Design insn_loader, sky130hd; sources not shown.
### Cell sizes after repair

Drawn at 3 px/um.
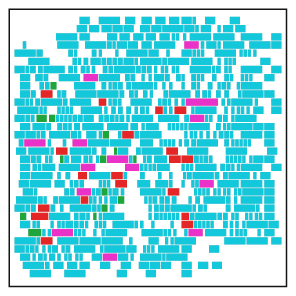
Red stands for drive 3 to 4, cells 19, most used nor2_4. Cyan stands for drive 1 or less, cells 625, most used nor2_1. Magenta stands for drive 6 and up, cells 14, most used clkbuf_8. Green stands for drive 2, cells 14, most used nand2_2.
Area growth syn-to-layout: 28.4%
design area: 0.00550 mm^2
worst setup margin: 2.08 ns
number of non-clock buffers: 106

### M3 wires

Drawn at 4 px/um. Cells faint in the background.
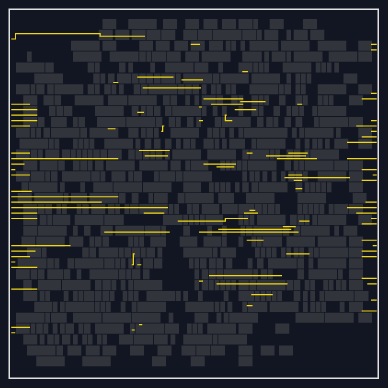
The layer holds 6.2% of the routed length. 81 nets have wire on it.
WL final: 10.0 mm
total number of vias: 3999
met3 usage: 4.56%

### Clock routing

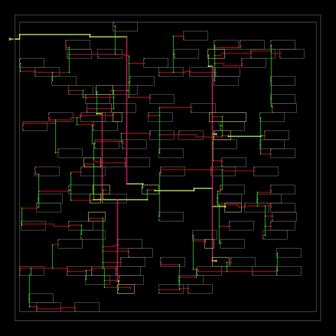
Layout Skew: 0.0115 ns
total number of sequential cells: 98

### Routed metal per tile

Drawn at 4 px/um. The die is cut into 18 by 18 equal tiles; dark purple is low, yellow is high, scaled to the fullest tile. Values are wire area over tile area, all layers added.
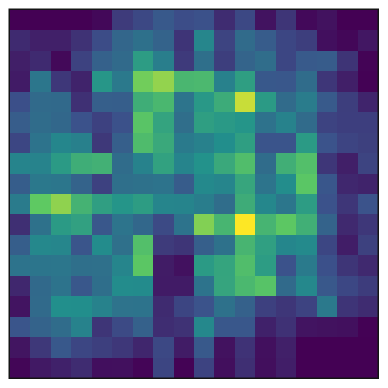
The fullest tile reaches 0.62. The emptiest ninth of the die: lower right. The densest ninth of the die: centre. The mean over all tiles is 0.19. 19% of the tiles are over half the peak. 6.5% of the tiles are nearly empty.
Total GRT Usage: 24.1%
wire per inst: 13.0 um

==> tab_implementation.tex <==
% Yosys + OpenROAD metrics
\begin{tabular}{lr}
\hline
Metric & Value \\
\hline
\multicolumn{2}{l}{\textbf{Clock network}} \\
CTS tree & built \\
Sink Count & 98 \\
CTS Buffer Depth & 2 \\
Number of hold buffers added after CTS & 0 \\
Clock Latency Late Sink & 0.37 ns \\
Total clock buffers created by CTS & 9 \\
Cts repair resizes & 0 \\
Setup fix buffers added after clock tree synthesis & 0 \\
\multicolumn{2}{l}{\textbf{Pwr}} \\
Power in sequential cells & 851 uW \\
Maximum vdd drop & 0.000192 V \\
Power in combinational cells & 229 uW \\
Total power divided by cell area & 292 mW/mm\^{}2 \\
Top power group & sequential cells \\
Fraction of power spent switching nets & 27.6\% \\
Total clock network power & 529 uW \\
\multicolumn{2}{l}{\textbf{Setup path}} \\
Worst path top cell family by delay & buffers and inverters \\
Worst stage delay on the critical path & 0.74 ns \\
Library cell contributing the largest single delay on the critical path & clkdlybuf4s50\_1 \\
Setup slack, reg-to-reg & 2.73 ns \\
Class of the most critical setup path & input port to flip-flop \\
CP Depth & 5 \\
\multicolumn{2}{l}{\textbf{Synth}} \\
Yosys Instances & 572 \\
MUX area fraction & 0\% \\
Adder Share, Synth & 2.34\% \\
XOR/XNOR share of the synthesized area & 0\% \\
Nets in the synthesized netlist & 593 \\
Share of async-settable or async-resettable flops after synthesis & 0\% \\
Synth Cell Area & 0.00428 mm\^{}2 \\
Post-Synth Simple-Gate Area & 35.9\% \\
Count of library flops with an enable pin & 0 \\
Avg Synthesized Cell Area & 7.49 um\^{}2 \\
Most used flip-flop cell after synthesis & dfxtp\_1 \\
Seq share, synth & 45.8\% \\
Warning count from the yosys run & 6 \\
\multicolumn{2}{l}{\textbf{Final timing}} \\
Final Cycle Share & 56.6\% \\
Maximum clock frequency & 368 MHz \\
Remaining max-slew budget at the tightest pin & 51.8\% \\
Setup TNS & 0 ns \\
RSZ-0062 raised after global routing & no \\
Final Max Slew Viols & 0 \\
Slew at the pin closest to its max-slew limit & 0.722 ns \\
\multicolumn{2}{l}{\textbf{Placement}} \\
RD Place Congestion & 0.891 \\
Half-perimeter wire length after detailed placement & 7.24 mm \\
Placed cell area & 0.00531 mm\^{}2 \\
Cell count after placement & 760 \\
Number of buffer cells added on primary ports & 104 \\
\multicolumn{2}{l}{\textbf{Floorplan}} \\
Io pins & 105 \\
Pre-Place Util & 55.2\% \\
Vert. Die Dim & 91.9 um \\
Horizontal die dimension & 91.9 um \\
Row cnt & 32 \\
Core Box Area & 0.00777 mm\^{}2 \\
\multicolumn{2}{l}{\textbf{GRT}} \\
Initial antenna violation count & 0 \\
Global-route wire length before repair & 16.3 mm \\
Number of global-route vias before repair & 3657 \\
Total global routing overflow & 0 \\
Most used routing layer in global routing & met2 \\
Largest net degree at the start of global routing & 65 \\
\multicolumn{2}{l}{\textbf{Final layout}} \\
Count of placed standard cells in the final layout, fillers left out & 774 \\
Final net count & 690 \\
Top logic cells by instance count in the layout & 120 x nor2\_1, 110 x nand2\_1, 104 x clkdlybuf4s50\_1 \\
Register area & 0.00196 mm\^{}2 \\
Multi-input gate area in the final layout & 0.00198 mm\^{}2 \\
Finished Core Util & 70.8\% \\
Share of post-route cells with drive strength above 1 & 6.99\% \\
Number of flip-flops under the largest register name & 64 \\
\multicolumn{2}{l}{\textbf{Drt}} \\
TritonRoute pass-1 iters & 5 \\
Count of routing violations after the opening detailed-route iteration & 197 \\
Remaining design rule violation count & 0 \\
Top sig layer & met4 \\
Vias per cell & 5.17 \\
\multicolumn{2}{l}{\textbf{Flow run}} \\
Number of logged tool warnings & 30 \\
\multicolumn{2}{l}{\textbf{Hold path}} \\
Worst Hold Class & flip-flop to flip-flop \\
\multicolumn{2}{l}{\textbf{Run status}} \\
Result of the run & finished clean \\
\hline
\end{tabular}
## synthesized netlist by cell type (2+ instances only)
cell     count  area [um^2]
nand3_1     67          335
buf_2       11         55.1
nand2_1    110          413
nor2_2       2         12.5
dfxtp_1     98         1960
nor2_4      10          113
o21ai_1      4         20.0
a21oi_1     39          195
a31oi_1      2         12.5
nand2_4      3         33.8
nand4_1      6         37.5
buf_6        6         67.6
o21ai_0     15         75.1
inv_2        4         15.0
nor2_1     120          450
nor2_8       3         60.1
nand2_2      6         37.5
inv_1       44          165
buf_4        2         15.0
ha_1         8          100
nor3_1       4         20.0
## cell type report
type | instances | share of cell area, %
inverters | 48 | 3.27
flip-flops and latches | 98 | 35.7
well taps | 102 | 2.32
clock inverters | 4 | 0.978
repair buffers | 106 | 19.2
clock buffers | 10 | 2.50
multi-input cells | 406 | 36.1
Power and IR drop assume default switching activity.
